### src/rtl/spike_freq_expand.sv
// Spike-to-pulse-train expander: each accepted SNN spike edge becomes a burst of
// PULSES_PER_SPIKE square pulses; optional input synchronizer via SPIKE_EXPAND_SYNC_EN.
module spike_freq_expand #(
    parameter int PULSES_PER_SPIKE = 1000,
    parameter int HIGH_CYCLES      = 10,
    parameter int LOW_CYCLES       = 10,
    parameter int PENDING_MAX      = 3
) (
    input  logic                                 sys_clk,
    input  logic                                 sys_rst,
    input  logic                                 i_spike,
    output logic                                 o_pulse,
    output logic                                 o_busy,
    output logic [$clog2(PENDING_MAX+1)-1:0]     o_pending,
    output logic                                 o_overflow,
    output logic [31:0]                          debug_pulse_count
);

    localparam int MAX_PH = (HIGH_CYCLES > LOW_CYCLES) ? HIGH_CYCLES : LOW_CYCLES;
    localparam int PH_W   = $clog2(MAX_PH) + 1;
    localparam int PC_W   = $clog2(PULSES_PER_SPIKE) + 1;
    localparam int PEND_W = $clog2(PENDING_MAX + 1);

    localparam logic [PH_W-1:0]   HIGH_LAST = PH_W'(HIGH_CYCLES - 1);
    localparam logic [PH_W-1:0]   LOW_LAST  = PH_W'(LOW_CYCLES - 1);
    localparam logic [PC_W-1:0]   PULSE_LAST = PC_W'(PULSES_PER_SPIKE - 1);
    localparam logic [PEND_W-1:0] PEND_MAX_V = PEND_W'(PENDING_MAX);

    typedef enum logic [1:0] {IDLE, HIGH, LOW} state_t;

    logic spike_s;

`ifdef SPIKE_EXPAND_SYNC_EN
    // Reset to 1 so a level held high across reset release never looks like an edge.
    logic [1:0] sync_q, sync_d;

    always_comb begin
        sync_d = {sync_q[0], i_spike};
    end

    always_ff @(posedge sys_clk or posedge sys_rst) begin
        if (sys_rst) sync_q <= 2'b11;
        else         sync_q <= sync_d;
    end

    assign spike_s = sync_q[1];
`else
    assign spike_s = i_spike;
`endif

    state_t            state_q, state_d;
    logic [PH_W-1:0]   phase_q, phase_d;
    logic [PC_W-1:0]   pulse_q, pulse_d;
    logic [PEND_W-1:0] pend_q, pend_d;
    logic [31:0]       dbg_q, dbg_d;
    logic              ovf_q, ovf_d;
    logic              pulse_out_q, pulse_out_d;
    logic              spike_dly_q, spike_dly_d;
    logic              spike_edge;
    logic              consumed;

    assign spike_edge  = spike_s & ~spike_dly_q;
    assign spike_dly_d = spike_s;

    always_comb begin
        state_d  = state_q;
        phase_d  = phase_q;
        pulse_d  = pulse_q;
        pend_d   = pend_q;
        dbg_d    = dbg_q;
        ovf_d    = 1'b0;
        consumed = 1'b0;

        case (state_q)
            IDLE: begin
                phase_d = '0;
                pulse_d = '0;
                if (spike_edge) begin
                    state_d  = HIGH;
                    dbg_d    = '0;
                    consumed = 1'b1;
                end
            end
            HIGH: begin
                if (phase_q == HIGH_LAST) begin
                    state_d = LOW;
                    phase_d = '0;
                end else begin
                    phase_d = phase_q + 1'b1;
                end
            end
            LOW: begin
                if (phase_q == LOW_LAST) begin
                    phase_d = '0;
                    dbg_d   = dbg_q + 32'd1;
                    if (pulse_q != PULSE_LAST) begin
                        state_d = HIGH;
                        pulse_d = pulse_q + 1'b1;
                    end else if (spike_edge) begin
                        // A same-cycle edge feeds the next burst directly, bypassing the queue.
                        state_d  = HIGH;
                        pulse_d  = '0;
                        dbg_d    = '0;
                        consumed = 1'b1;
                    end else if (pend_q != '0) begin
                        state_d = HIGH;
                        pulse_d = '0;
                        dbg_d   = '0;
                        pend_d  = pend_q - 1'b1;
                    end else begin
                        state_d = IDLE;
                        pulse_d = '0;
                    end
                end else begin
                    phase_d = phase_q + 1'b1;
                end
            end
            default: state_d = IDLE;
        endcase

        if (spike_edge && !consumed) begin
            if (pend_q < PEND_MAX_V) pend_d = pend_q + 1'b1;
            else                     ovf_d  = 1'b1;
        end

        pulse_out_d = (state_d == HIGH);
    end

    always_ff @(posedge sys_clk or posedge sys_rst) begin
        if (sys_rst) begin
            state_q     <= IDLE;
            phase_q     <= '0;
            pulse_q     <= '0;
            pend_q      <= '0;
            dbg_q       <= '0;
            ovf_q       <= 1'b0;
            pulse_out_q <= 1'b0;
            spike_dly_q <= 1'b1;
        end else begin
            state_q     <= state_d;
            phase_q     <= phase_d;
            pulse_q     <= pulse_d;
            pend_q      <= pend_d;
            dbg_q       <= dbg_d;
            ovf_q       <= ovf_d;
            pulse_out_q <= pulse_out_d;
            spike_dly_q <= spike_dly_d;
        end
    end

    assign o_pulse           = pulse_out_q;
    assign o_busy            = (state_q != IDLE);
    assign o_pending         = pend_q;
    assign o_overflow        = ovf_q;
    assign debug_pulse_count = dbg_q;

endmodule

### config.mk
export PLATFORM = sky130hd
export DESIGN_NAME = spike_freq_expand
export DESIGN_NICKNAME = d
export VERILOG_FILES = /design/src/rtl/spike_freq_expand.sv
export SDC_FILE = /design/constraint.sdc
export NUM_CORES = 1
export LEC_CHECK = 0
export ABC_AREA = 1
export CAP_MARGIN = 20
export CORE_UTILIZATION = 57
export CTS_CLUSTER_SIZE = 20
export DETAILED_ROUTE_END_ITERATION = 10
export GPL_ROUTABILITY_DRIVEN = 1
export GPL_TIMING_DRIVEN = 1
export PLACE_DENSITY = 0.85
export SYNTH_ARGS = -nofsm -noshare
export SYNTH_HDL_FRONTEND = slang
export SYNTH_SLANG_ARGS = --single-unit
### constraint.sdc
create_clock -name sys_clk -period 2.3 [get_ports sys_clk]
set_input_delay 0.345 -clock sys_clk [delete_from_list [all_inputs] [get_ports sys_clk]]
set_output_delay 0.345 -clock sys_clk [all_outputs]
set_load 0.01 [all_outputs]
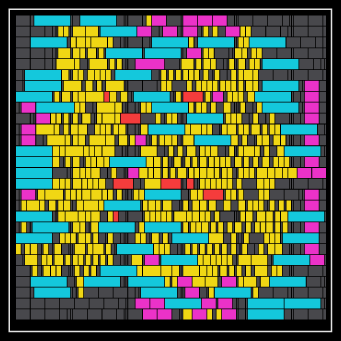
*Placement by cell class, run 1*
Scale: 4 px per um. Fill, decap, tap and diode cells in grey.
Key: flops = cyan [cells 55]; clock drivers and dummy loads = red [cells 8]; combinational and other logic = yellow [cells 433]; other buffers and delay cells = magenta [cells 43]
core area: 5920 um2
Final Cell Area: 4030 um2
Final Util: 0.680
cell row count: 28

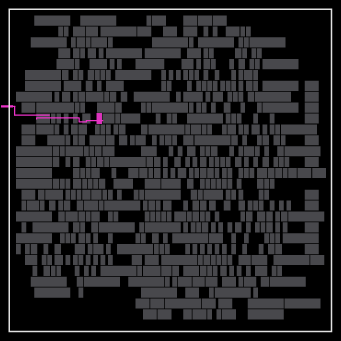
*Wires at chosen ports, followed through buffers, run 1*
Scale: 4 px per um.
Key: o_busy = magenta [bits 1, direction output, edge west, end cells 1, wire 29.9 um]
IO buf count: 39
num ports: 40

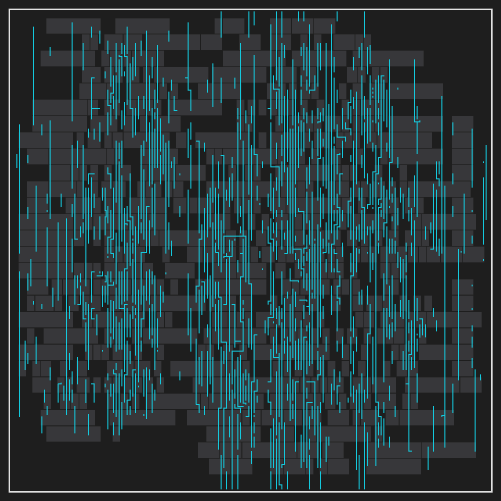
*The metal 2 layer, run 1*
Scale: 6 px per um. Cells faint in the background.
447 nets have wire on it. The layer holds 51% of the routed length. The wires run mostly vertical. The longest straight run is 43.5 um.

==> metrics.csv, run 1 <==
metric,value,unit
p_clk,0.516,mW
wirelength,7.62,mm
synth_warnings,0,
yosys_cells,495,
bufAreaShareNonClock,0.107,
required,1960,ps
place_inst,606,
clkCellAreaFrac,0.0202,
use_met1,0.317,
antenna_cells,0,
slew_viol_final,0,
n_all_inverters,75,
most_common_cell,nand2_1,
cp-end-kind,output pin,
switchingPower,0.834,mW
place.gp.congestion,0.883,
power.share.switching,0.367,
drive_above_1_share,0.0686,
dieWidth,80.2,um
finalPower,2.27,mW
clock_latency,300,ps
worst-path-buf-inv,3,
combPwrFrac,0.308,
lay_top_cells,"nand2_1 (136), nor2_1 (79), inv_1 (71)",
crit_type,flop to output pin,
ff2ff_path_depth,11,
grt_pass1_wl,13.3,mm
pwr-share-seq,0.465,
rsz0062_at_grt,false,
path_depth,4,
final_hold_viol_count,0,
warning_count,32,
yosys-top-cells-count,"nand2_1 (136), nor2_1 (79), inv_1 (72)",
cts.repair.resized,0,
reg2reg_to,pulse_q[7]$_DFFE_PP0P_,
crit_path_end,o_busy,
power_density,564,nW/um2
max_freq,0.474,GHz
fin_crit,2110,ps
critical_path.top_delay_family,buffers and inverters,
min_path_type,input port to async pin,
vdd_drop_max,0.466,mV
clockRootBuffer,clkbuf_8,
die_y,80.2,um
seq_share,0.342,
fp_nets,509,
timing.critical_path.from,state_q[0]$_DFF_PP0_,
finalCritPeriodShare,0.917,
use_met2,0.483,
num-multi-input-gates,358,
power.share.clock,0.227,
status,"complete, no violations",
layout_top_cell,nand2_1,
wl_per_cell,12.4,um
vias,3258,
synth-edff-count,0,
synthArstFlopShare,1.00,
antenna_found_initial,0,
clk_pin_slew,100,ps
syn_to_final_growth,15.7,%
dp_slack,272,ps
synthTopCellsByArea,"dfrtp_1 (39%), nand2_1 (15%), nor2_1 (8.5%)",
[run 1: cells by family after synthesis]
family,Yosys count,share of synthesized area
xor gates and xnor gates,13,0.0327
buffers and inverters,82,0.0991
DFF,55,0.395
AOI/OAI and AO/OA,26,0.0445
adders and majority gates,11,0.0395
and+or+nand+nor,308,0.389
[run 1: routing by layer]
| layer | vias up | wire, um |
|---|---|---|
| li1 | 1619 | - |
| met1 | 1516 | 3230 |
| met2 | 102 | 3850 |
| met3 | 21 | 341 |
| met4 | 0 | 198 |
| met5 | - | 0 |
[run 1: sequential cells by signal (all words and copies together) (netlist names)]
name and flops:
spike_dly_q 1, debug_pulse_count 32, phase_q 5, o_pulse 1
state_q 2, o_overflow 1, o_pending 2, pulse_q 11
### Clock network drawn from the DEF, run 1

Scale: 6 px per um.
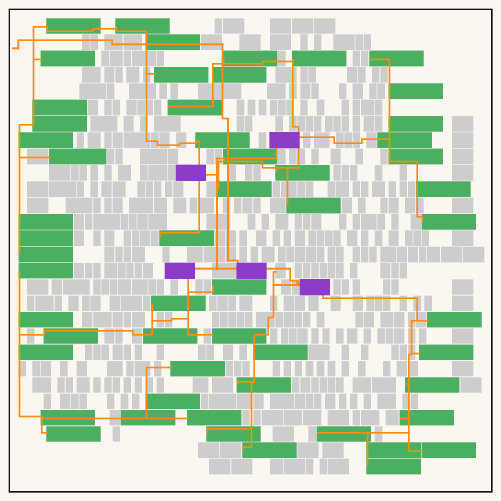

==> run 2, diff against run 1 <==
--- a/config.mk
+++ b/config.mk
@@ -7,12 +7,12 @@
 export LEC_CHECK = 0
 export ABC_AREA = 1
 export CAP_MARGIN = 20
-export CORE_UTILIZATION = 57
+export CORE_UTILIZATION = 60
 export CTS_CLUSTER_SIZE = 20
 export DETAILED_ROUTE_END_ITERATION = 10
 export GPL_ROUTABILITY_DRIVEN = 1
 export GPL_TIMING_DRIVEN = 1
-export PLACE_DENSITY = 0.85
+export PLACE_DENSITY = 0.89
 export SYNTH_ARGS = -nofsm -noshare
 export SYNTH_HDL_FRONTEND = slang
 export SYNTH_SLANG_ARGS = --single-unit
==> constraint.sdc (replaced) <==
create_clock -name sys_clk -period 2.7 [get_ports sys_clk]
set_input_delay 0.405 -clock sys_clk [delete_from_list [all_inputs] [get_ports sys_clk]]
set_output_delay 0.405 -clock sys_clk [all_outputs]
set_load 0.01 [all_outputs]
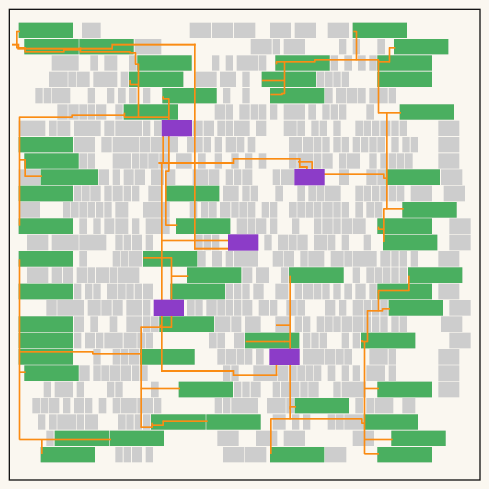
*Clock network drawn from the DEF, run 2*
Scale: 6 px per um.
Key: clock wires = orange [length 629 um]; clock drivers = purple [count 5]; flip-flops = green [count 55]
Position of the flops: all over the die.
worst skew pair latency: 310 ps
P_clk: 0.451 mW

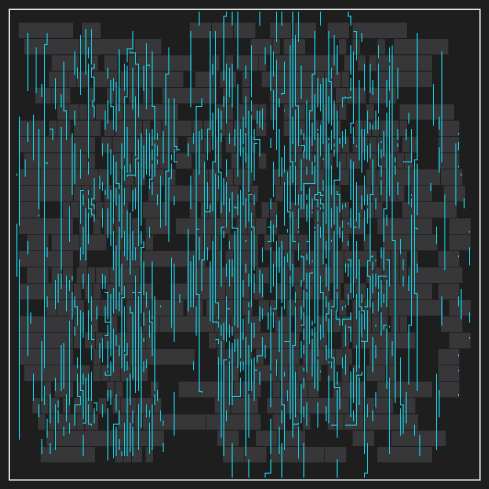
*The metal 2 layer, run 2*
Scale: 6 px per um. Cells faint in the background.
The layer carries 3,820 um of wire. The layer holds 51% of the routed length. 441 nets have wire on it. The wires run mostly vertical.
Total Wirelength: 7.55 mm
Via Count: 3,230
met2 global-route usage: 0.479

==> run 2 against run 1 <==
- die size is 4.9% lower
- critical path depth stayed put
- sequential cell count stayed put
- largest power group unchanged
- hold slack better by 15 ps
- global-route usage is 0.91 points higher
- largest cell class unchanged
- critical endpoint unchanged
- synthesized cell count stayed put
- critical path type unchanged
- register-to-register slack better by 410 ps
- wire length is 0.93% lower
- power is 16% lower
- area after synthesis stayed put
- sequential share of layout area is 0.074 points higher
- setup slack better by 320 ps
==> metrics.csv, run 2 <==
metric,value,unit,change
status,"complete, no violations",,
yosys-top-cells-count,"nand2_1 (136), nor2_1 (79), inv_1 (72)",,
synth-edff-count,0,,unchanged
most_common_cell,nand2_1,,
postLayoutCellArea,4020,um2,-0.22%
clkCellAreaFrac,0.0221,,+0.00191
syn_to_final_growth,15.4,%,
seq-power,0.901,mW,
largestClassByArea,combinational gates,,
fillerInstances,453,,
synth_warnings,0,,unchanged
timing.critical_path.from,state_q[1]$_DFF_PP0_,,
n_all_inverters,75,,unchanged
antenna_found_initial,0,,unchanged
drive_above_1_share,0.0724,,+0.00371
fin_util,0.726,,+0.0451
seq_share,0.343,,+0.000744
taps,72,,
layout_top_cell,nand2_1,,
warning_count,32,,unchanged
antenna_cells,0,,unchanged
drc,0,,
clk_pin_slew,100,ps,about the same
pwr-share-seq,0.469,,+0.004
coreArea,5540,um2,-6.4%
fin_crit,2190,ps,
track_usage,0.275,,
largest_reg_flops,32,,unchanged
min_path_type,input port to async pin,,
switchingPower,0.707,mW,-15%
cp-end-kind,output pin,,
synthArstFlopShare,1.00,,unchanged
final_hold_viol_count,0,,unchanged
fp_nets,509,,unchanged
place.gp.congestion,0.934,,+5.8%
lay_top_cells,"nand2_1 (136), nor2_1 (79), inv_1 (71)",,
slew_viol_final,0,,unchanged
crit_path_end,o_busy,,
clockRootBuffer,clkbuf_8,,
yosys_cells,495,,unchanged
vdd_drop_max,0.398,mV,-15%
die_y,78.2,um,-2.5%
io_buffers,39,,unchanged
bufAreaShareNonClock,0.105,,-0.00288
dieWidth,78.2,um,-2.5%
finalPower,1.92,mW,-16%
cts_sinks,55,,
num_rows,27,,-3.6%
rsz0062_at_grt,false,,
cts.repair.resized,0,,unchanged
num_io_pins,40,,unchanged
max_freq,0.457,GHz,
power_density,478,nW/um2,-15%
combPwrFrac,0.296,,-0.012
place_inst,603,,-0.50%
ff2ff_path_depth,10,,-1
finalCritPeriodShare,0.810,,
synthTopCellsByArea,"dfrtp_1 (39%), nand2_1 (15%), nor2_1 (8.5%)",,
required,2300,ps,+340 ps
wl_per_cell,12.4,um,-0.44%
num-multi-input-gates,358,,unchanged
reg2reg_to,debug_pulse_count[17]$_DFFE_PP0P_,,
crit_type,flop to output pin,,
internal_power,1.21,mW,
stdcell_count,611,,
power_leader,sequential cells,,
power.share.switching,0.368,,+0.00122
power.share.clock,0.235,,+0.008
dp_slack,561,ps,+289 ps
grt_pass1_wl,13.2,mm,-1.1%
## run 2: kinds of logic (layout without fill, tap and decap cells)
kind of cell,after synthesis,count (layout),synth area share
and+or+nand+nor,308,308,0.389
AOI/OAI and AO/OA,26,26,0.0445
adders and majority gates,11,11,0.0395
buffers and inverters,82,126,0.0991
xor gates and xnor gates,13,13,0.0327
DFF,55,55,0.395
## run 2: worst max-delay path: cells and delay by family, from the launching register on
| kind | cells | cell delay [ps] |
|---|---|---|
| fa+ha+maj | 1 | 260 |
| buf+inv | 3 | 770 |
| flops | 1 | 430 |
## run 2: metal layers
layer / global-route usage / part of all wire / up-vias
li1: - / - / 1628
met1: 0.338 / 0.43 / 1492
met2: 0.479 / 0.51 / 93
met3: 0.0512 / 0.045 / 17
met4: 0.102 / 0.019 / 0
met5: 0 / 0 / -
### Clock nets, run 2

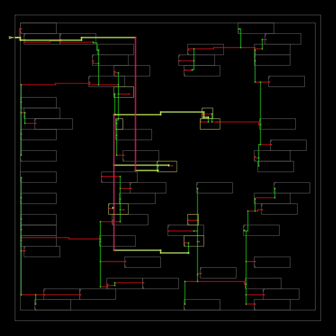

==> run 3, diff against run 2 <==
--- a/config.mk
+++ b/config.mk
@@ -7,12 +7,12 @@
 export LEC_CHECK = 0
 export ABC_AREA = 1
 export CAP_MARGIN = 20
-export CORE_UTILIZATION = 60
+export CORE_UTILIZATION = 57
 export CTS_CLUSTER_SIZE = 20
 export DETAILED_ROUTE_END_ITERATION = 10
 export GPL_ROUTABILITY_DRIVEN = 1
 export GPL_TIMING_DRIVEN = 1
-export PLACE_DENSITY = 0.89
+export PLACE_DENSITY = 0.85
 export SYNTH_ARGS = -nofsm -noshare
 export SYNTH_HDL_FRONTEND = slang
 export SYNTH_SLANG_ARGS = --single-unit
==> constraint.sdc (replaced) <==
create_clock -name sys_clk -period 2.1 [get_ports sys_clk]
set_input_delay 0.315 -clock sys_clk [delete_from_list [all_inputs] [get_ports sys_clk]]
set_output_delay 0.315 -clock sys_clk [all_outputs]
set_load 0.01 [all_outputs]
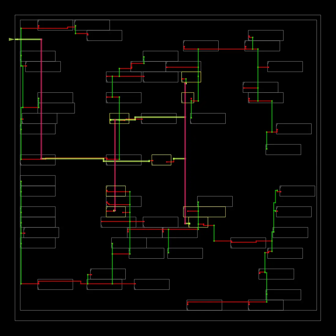
*Clock nets, run 3*
CTS Buf Count: 5
worst skew pair latency: 320 ps
final clock skew: 7.16 ps
CTS sink count: 55

==> run 3 against run 2 <==
- non-clock buffer count grew 4
- synthesized cell count did not move
- critical path depth is 7 higher
- first-iteration DRC count rose by 26%
- setup slack got worse by 350 ps
- count of clock-buffer cells in the layout increased by 1
- sequential cell count unchanged
- cell count grew 1.1%
- combinational power increased by 39%
- die size rose by 5.1%
- final area rose by 2.0%
- global-route usage down 0.61 points
- critical endpoint is now debug_pulse_count[16]$_DFFE_PP0P_
- largest cell class unchanged
==> metrics.csv, run 3 <==
metric,value,unit,change
status,"complete, no violations",,
worst-path-buf-inv,2,,-1
track_usage,0.269,,-0.00606
antenna_found_initial,0,,unchanged
clk_pin_slew,100,ps,about the same
drive_above_1_share,0.0792,,+0.00683
layout_top_cell,nand2_1,,
clkCellAreaFrac,0.0296,,+0.00749
power.share.switching,0.350,,-0.0186
most_common_cell,nand2_1,,
max_freq,0.517,GHz,
cp-end-kind,flop,,
mux_area_frac,0,,unchanged
warning_count,32,,unchanged
antenna_cells,0,,unchanged
met3_usage,0.0284,,-0.0228
grt_pass1_wl,13.4,mm,+1.8%
finalCritPeriodShare,0.920,,
use_met2,0.485,,+0.00652
power_density,659,nW/um2,+38%
slew_viol_final,0,,unchanged
cts.repair.resized,0,,unchanged
ys_sh_simple,0.389,,unchanged
syn_to_final_growth,17.7,%,
ff2ff_path_depth,11,,+1
pwr-share-seq,0.429,,-0.040
synthTopCellsByArea,"dfrtp_1 (39%), nand2_1 (15%), nor2_1 (8.5%)",,
taps,75,,+4.2%
min_path_type,input port to async pin,,
fillerInstances,490,,+8.2%
largest_reg_flops,32,,unchanged
maxUsedRoutingLayer,met4,,
timing.critical_path.from,state_q[0]$_DFF_PP0_,,
clockRootBuffer,clkbuf_8,,
r2r_start,state_q[0]$_DFF_PP0_,,
place.gp.congestion,0.897,,-3.9%
fin_util,0.693,,-0.0329
internal_power,1.76,mW,+45%
design.seq.count,55,,
num_rows,28,,+3.7%
num_io_pins,40,,unchanged
n_all_inverters,75,,unchanged
crit_path_end,debug_pulse_count[16]$_DFFE_PP0P_,,
lay_top_cells,"nand2_1 (136), nor2_1 (79), inv_1 (71)",,
critical_path.top_delay_family,simple AND/OR/NAND/NOR gates,,
tightestPinTransition,516,ps,
drt-met1-wl,3.39,mm,+4.5%
postLayoutCellArea,4100,um2,+2.0%
crit_type,flop to flop,,
largestClassByArea,combinational gates,,
path_depth,11,,+7
drv_cap,0,,
dp_slack,167,ps,-395 ps
seq-power,1.16,mW,+29%
dieWidth,80.2,um,+2.5%
crit_arrival,2190,ps,
synthArstFlopShare,1.00,,unchanged
fp_nets,509,,unchanged
combPwrFrac,0.293,,-0.003
finalPower,2.70,mW,+41%
coreArea,5920,um2,+6.9%
path_common_cell,nand2_1,,
use_met1,0.326,,-0.0121
reg2reg_to,debug_pulse_count[16]$_DFFE_PP0P_,,
xor_share,0.0327,,unchanged
p_clk,0.751,mW,+67%
synthAoiAreaFrac,0.0445,,unchanged
yosys_cells,495,,unchanged
grt_pass1_vias,3084,,
wl_met2,4.01,mm,+4.9%
drc,0,,unchanged
num-multi-input-gates,358,,unchanged
power.share.clock,0.278,,+0.043
die_y,80.2,um,+2.5%
synth-edff-count,0,,unchanged
synthTopLogicFamily,simple AND/OR/NAND/NOR gates,,
power_leader,sequential cells,,
wl_per_cell,12.7,um,+3.0%
seq_share,0.336,,-0.00679
place_inst,609,,+1.0%
vdd_drop_max,0.557,mV,+40%
grt-busiest-layer,met2,,
io_buffers,39,,unchanged
switchingPower,0.945,mW,+34%
dr_wl_met3,330,um,-2.7%
fin_crit,1930,ps,
stdcell_count,618,,+1.1%
final_hold_viol_count,0,,unchanged
required,2360,ps,+60 ps
synth-adder-area-share,0.0395,,unchanged
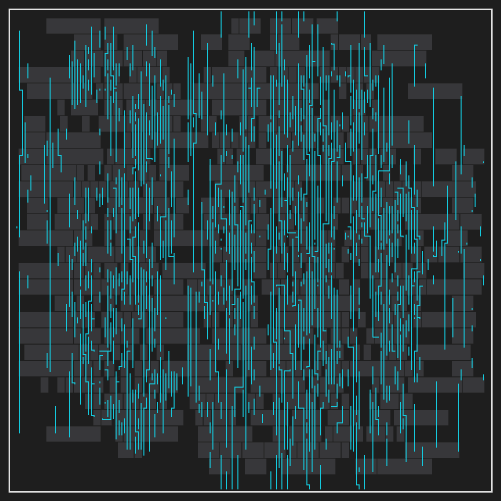
*The metal 2 layer, run 3*
Scale: 6 px per um. Cells faint in the background.
The layer carries 4,010 um of wire. 443 nets have wire on it. The layer holds 51% of the routed length.
Total Wirelength: 7.87 mm
Via Count: 3,254

run 3: how the worst min path moves through the flow:
stage / endpoint / slack, ps / cells after the start
after floorplan: spike_dly_q$_DFF_PP1_ / 320 / 0
after global placement: debug_pulse_count[31]$_DFFE_PP0P_ / 520 / 2
after detailed placement: debug_pulse_count[31]$_DFFE_PP0P_ / 530 / 2
after CTS: phase_q[4]$_DFFE_PP0P_ / 330 / 2
after global routing: phase_q[3]$_DFFE_PP0P_ / 390 / 2
final: phase_q[4]$_DFFE_PP0P_ / 320 / 2
run 3: worst register-to-register path, delay by kind of cell (launching register included):
family	cells	cell delay [ps]
simple gates	7	670
flops	1	440
buf+inv	2	350
fa+ha+maj	1	290
compound gates	1	120
Power figures rest on the tool's default switching activity, not on a simulated workload.
